File: src/rtl/walking_shift_register.sv
// walking_shift_register: WIDTH-bit pattern register that can be loaded,
// cleared to an init pattern, or stepped one bit per cycle (left/right,
// rotate/shift-fill), with a modulo-WIDTH step counter and a wrap pulse.
// Optional feature macro: WALKER_PARITY_EN adds a registered o_PARITY output.
module walking_shift_register #(
    parameter int                 p_WIDTH     = 8,
    parameter logic [p_WIDTH-1:0] p_INIT_DATA = 1,
    // derived from p_WIDTH; leave at its default
    parameter int                 p_CNT_W     = $clog2(p_WIDTH)
) (
    input  logic               i_CLK,
    input  logic               i_RST,
    input  logic               i_CLEAR,
    input  logic               i_LOAD,
    input  logic [p_WIDTH-1:0] i_DIN,
    input  logic               i_SHIFT,
    input  logic               i_DIR,
    input  logic               i_MODE,
    input  logic               i_SERIAL_IN,
    output logic [p_WIDTH-1:0] o_DOUT,
    output logic               o_SERIAL_OUT,
    output logic [p_CNT_W-1:0] o_STEP,
    output logic               o_WRAP,
    output logic               o_ZERO
`ifdef WALKER_PARITY_EN
    ,
    output logic               o_PARITY
`endif
);

    typedef enum logic [1:0] {
        OP_HOLD,
        OP_SHIFT,
        OP_LOAD,
        OP_CLEAR
    } op_t;

    localparam logic [p_CNT_W-1:0] LAST_STEP = p_CNT_W'(p_WIDTH - 1);

    op_t                op;
    logic               fill;
    logic               shift_out;
    logic               last_step;
    logic [p_WIDTH-1:0] shifted;
    logic [p_WIDTH-1:0] next_dout;

    // Resolve control priority and form the next pattern value
    always_comb begin
        op        = OP_HOLD;
        fill      = i_SERIAL_IN;
        shifted   = o_DOUT;
        shift_out = o_SERIAL_OUT;
        next_dout = o_DOUT;

        if (i_CLEAR)
            op = OP_CLEAR;
        else if (i_LOAD)
            op = OP_LOAD;
        else if (i_SHIFT)
            op = OP_SHIFT;

        if (i_DIR) begin
            fill      = i_MODE ? o_DOUT[0] : i_SERIAL_IN;
            shifted   = {fill, o_DOUT[p_WIDTH-1:1]};
            shift_out = o_DOUT[0];
        end else begin
            fill      = i_MODE ? o_DOUT[p_WIDTH-1] : i_SERIAL_IN;
            shifted   = {o_DOUT[p_WIDTH-2:0], fill};
            shift_out = o_DOUT[p_WIDTH-1];
        end

        case (op)
            OP_CLEAR: next_dout = p_INIT_DATA;
            OP_LOAD:  next_dout = i_DIN;
            OP_SHIFT: next_dout = shifted;
            default:  next_dout = o_DOUT;
        endcase
    end

    assign last_step = (o_STEP == LAST_STEP);

    // Pattern, serial-out, step counter and wrap pulse registers
    always_ff @(posedge i_CLK or posedge i_RST) begin
        if (i_RST) begin
            o_DOUT       <= p_INIT_DATA;
            o_SERIAL_OUT <= 1'b0;
            o_STEP       <= '0;
            o_WRAP       <= 1'b0;
        end else begin
            o_DOUT <= next_dout;
            case (op)
                OP_CLEAR, OP_LOAD: begin
                    o_SERIAL_OUT <= 1'b0;
                    o_STEP       <= '0;
                    o_WRAP       <= 1'b0;
                end
                OP_SHIFT: begin
                    o_SERIAL_OUT <= shift_out;
                    // explicit wrap at p_WIDTH-1 so non-power-of-2 widths count correctly
                    o_STEP       <= last_step ? '0 : o_STEP + p_CNT_W'(1);
                    o_WRAP       <= last_step;
                end
                default: begin
                    o_WRAP <= 1'b0;
                end
            endcase
        end
    end

`ifdef WALKER_PARITY_EN
    // Even parity of the value being written into the pattern register
    always_ff @(posedge i_CLK or posedge i_RST) begin
        if (i_RST)
            o_PARITY <= ^p_INIT_DATA;
        else
            o_PARITY <= ^next_dout;
    end
`endif

    assign o_ZERO = (o_DOUT == '0);

endmodule

File: config.mk
export PLATFORM = sky130hd
export DESIGN_NAME = walking_shift_register
export DESIGN_NICKNAME = d
export VERILOG_FILES = /design/src/rtl/walking_shift_register.sv
export SDC_FILE = /design/constraint.sdc
export NUM_CORES = 1
export LEC_CHECK = 0
export ABC_AREA = 1
export CAP_MARGIN = 20
export CORE_ASPECT_RATIO = 0.5
export CORE_MARGIN = 4
export CORE_UTILIZATION = 26
export DETAILED_ROUTE_END_ITERATION = 7
export HOLD_SLACK_MARGIN = 0.1
export PLACE_DENSITY = 0.52
export SKIP_LAST_GASP = 1
export SLEW_MARGIN = 30
export SYNTH_ARGS = -nofsm -noshare
export SYNTH_HDL_FRONTEND = slang
export SYNTH_SLANG_ARGS = --single-unit
File: constraint.sdc
create_clock -name i_CLK -period 1.35 [get_ports i_CLK]
set_input_delay 0.27 -clock i_CLK [delete_from_list [all_inputs] [get_ports i_CLK]]
set_output_delay 0.27 -clock i_CLK [all_outputs]
set_load 0.02 [all_outputs]
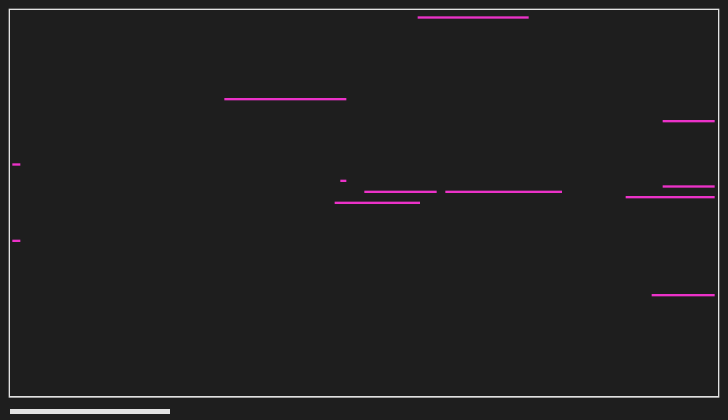
met3.png
The bar under the picture is 20 um long.
nets with wire on the layer	9
share of all routed wire	3.9%
wire length on this layer	94.3 um

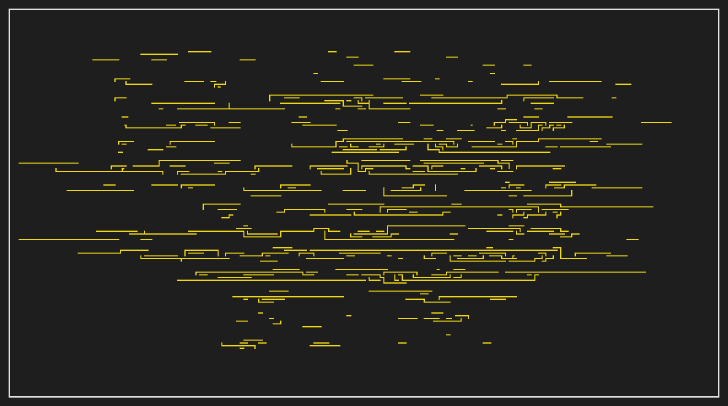
met1.png
nets with wire on the layer	177
main direction	horizontal
wire length on this layer	1180 um
longest straight run	30.8 um
share of all routed wire	49%
via count: 942
Routed Wire Length: 2415 um
met1 Use GR: 17.05%

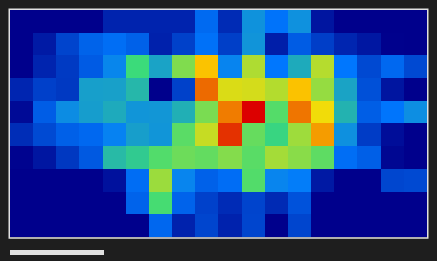
wire_density.png
The bar under the picture is 20 um long. The die is cut into 18 by 10 equal tiles; dark blue is low, red is high, scaled to the fullest tile. Values are wire area over tile area, all layers added.
densest ninth of the die	middle
tiles over half the peak	18%
fullest tile	0.38
emptiest ninth of the die	bottom left

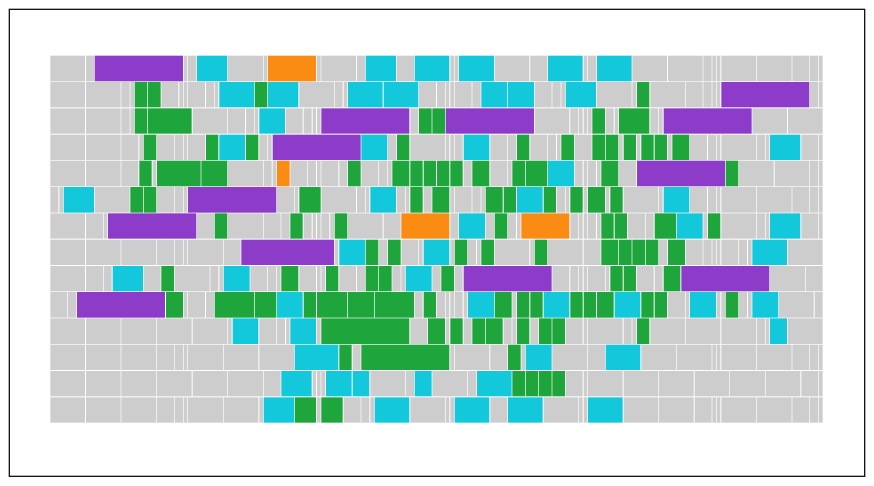
cell_classes.png
Fill, decap, tap and diode cells in grey.
colour	class	cells
cyan	other buffers and delay cells	54
purple	flip-flops	13
orange	clock drivers and dummy loads	4
green	all other logic	109
Core Area: 3048 sq um
design area: 1409 sq um
Seq/total area: 23.18%
FP Rows: 14
Final Core Density: 46.22%

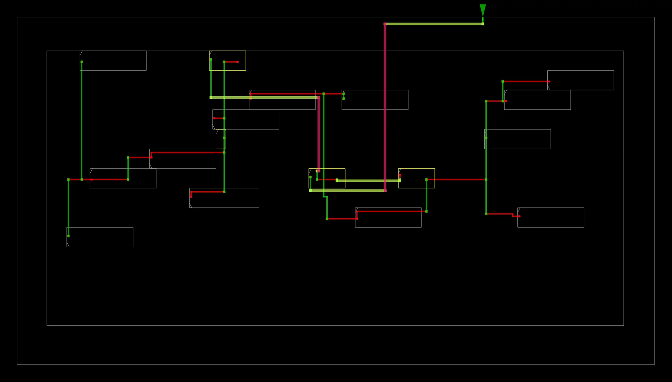
final_clocks.png
Late-Pin Clk Latency: 0.25 ns
Clock Sinks: 13
Setup Skew: 0.006070 ns
Clk power: 366 uW
CTS buffer count: 3

==> flow_metrics.env <==
# physical design summary
export IMPL_outcome="finished with violations"
export IMPL_violations="negative setup slack"
export IMPL_postCtsSetupRepairBufs=0
export IMPL_rsz0062_at_grt="yes"
export IMPL_drtAntennaViolNets=0
export IMPL_crit_path_max_incr_delay_ns=0.53
export IMPL_logic_family="simple AND/OR/NAND/NOR gates"
export IMPL_r2r_start="o_STEP[0]"
export IMPL_ctsResizeCount=26
export IMPL_met2_usage_pct=19.61
export IMPL_top_register="o_DOUT"
export IMPL_fill_cells=346
export IMPL_finalSetupTns_ns=-0.02509
export IMPL_buffer_area_share_pct=31.97
export IMPL_numPlacedInstances=216
export IMPL_cp_endpoint="o_ZERO"
export IMPL_hold_violations=0
export IMPL_tightest_slew_ns=0.2624
export IMPL_syn_area_sq_um=840.8
export IMPL_grt_most_used_layer="met2"
export IMPL_place_gp_congestion=0.7899
export IMPL_grt_pass1_wl_um=3933
export IMPL_grt_usage_pct=12.59
export IMPL_drv_cap=0
export IMPL_crit_family="flip-flops"
export IMPL_min_path_type="primary input to async pin"
export IMPL_clock_buffers=4
export IMPL_met3WireLength_um=94
export IMPL_syn_to_final_growth_pct=67.56
export IMPL_cp_start_kind="register"
export IMPL_p_seq_uw=424
export IMPL_area_leaders="dfrtp_1 36%, nand2_1 22%, inv_1 7.6%, ha_1 6.0%, nand3_1 4.8%"
export IMPL_ys_flops=13
export IMPL_worstPathRequired_ns=1.08
export IMPL_syn_inst=124
export IMPL_ys_sh_adder_pct=5.952
export IMPL_n_tap_cell=40
export IMPL_seq_power_share_pct=37.3
export IMPL_clock_area_share_pct=3.197
export IMPL_async_reset_ff_share_pct=100.0
export IMPL_die_width_um=88.42
export IMPL_power_group_top="sequential cells"
export IMPL_p_sw_share_pct=30.38
export IMPL_critPathLaunch="o_DOUT[0]"
export IMPL_port_buffers=29
export IMPL_intPower_uw=790.2
export IMPL_reg2reg_slack_ns=0.23
export IMPL_drt_iter0_markers=42
export IMPL_antenna_found_initial=0
export IMPL_synth_cell_type_count=20
export IMPL_finalNonFillerCells=220
export IMPL_drive_above_1_share_pct=26.11
export IMPL_top_layer_used="met4"
export IMPL_end_kind="output port"
export IMPL_buffers=54
export IMPL_seqCellArea_sq_um=326.6
export IMPL_fin_ws_ns=-0.02509
export IMPL_dp_slack_ns=-0.4214
export IMPL_synth_main_ff_cell="dfrtp_1"
export IMPL_cp_slowest_cell="dfstp_2"
export IMPL_hold_buffers=0
export IMPL_comb_power_uw=345
export IMPL_final_layout_top_logic_cells="50 x nand2_1, 26 x buf_4, 15 x inv_1, 12 x clkdlybuf4s50_1, 12 x dfrtp_1"
export IMPL_viasPerCell=4.282
export IMPL_ir_drop_uv=353.2
export IMPL_max_freq_ghz=0.7272
export IMPL_slew_viol_final=0
export IMPL_total_power_mw=1.135
export IMPL_first_global_vias=871
export IMPL_largest_reg_flops=8
export IMPL_mux_area_share_pct=0
export IMPL_htree_levels=1
export IMPL_ff_count=13
export IMPL_ys_seq_share_pct=38.84
export IMPL_drt_pass1_iter_count=4
export IMPL_biggestCellCategory="combinational gates"
export IMPL_relSlewSlack_pct=82.48
export IMPL_finish_net_count=201
export IMPL_fp_nets=144
export IMPL_netlist_top_cells_count="50 x nand2_1, 17 x inv_1, 12 x dfrtp_1"
export IMPL_die_h_um=48.21
export IMPL_use_met3_pct=4.047
export IMPL_comb_cells=90
export IMPL_wl_per_cell_um=10.98
export IMPL_cts_tree="built"
export IMPL_post_route_period_util_pct=101.9
export IMPL_nNonClkInverters=19
export IMPL_syn_avg_cell_area_sq_um=6.781
export IMPL_io_pins=30
export IMPL_comb_share_pct=33.04
export IMPL_p_switching_uw=344.9
export IMPL_p_leak_nw=0.7821
export IMPL_ys_warn_count=0
export IMPL_p_comb_share_pct=30.4
export IMPL_routed_wl_met2_um=1110
export IMPL_grt_max_degree=14
export IMPL_layout_top_cell="nand2_1"
export IMPL_path_cells="inv_2, nand4_1, nor2_1, buf_4"
export IMPL_power_density_nw_per_um2=805.7
export IMPL_ys_area_sq_um=840.8
export IMPL_drc=0
export IMPL_edf_count=0
export IMPL_tool_warnings=29
export IMPL_chipArea_sq_um=4263
export IMPL_clockPowerShare_pct=32.3
export IMPL_critical_path_class="register to output port"
export IMPL_dpl_hpwl_um=1926
export IMPL_yosys_cells=124
export IMPL_critPathMaxFanout=2
export IMPL_largest_area_cell="dfrtp_1"
export IMPL_xor_area_share_pct=0
export IMPL_crit_cells=4
export IMPL_critPathBufInv=2
export IMPL_wl_met1_um=1177
export IMPL_clk_pin_slew_worst_paths_ns=0.06
export IMPL_r2r_end="o_STEP[0]"
export IMPL_fin_crit_ns=1.375
export IMPL_combGateArea_sq_um=465.4
export IMPL_crit_arrival_ns=1.11
export IMPL_setup_violations=1
Power and IR drop assume default switching activity.
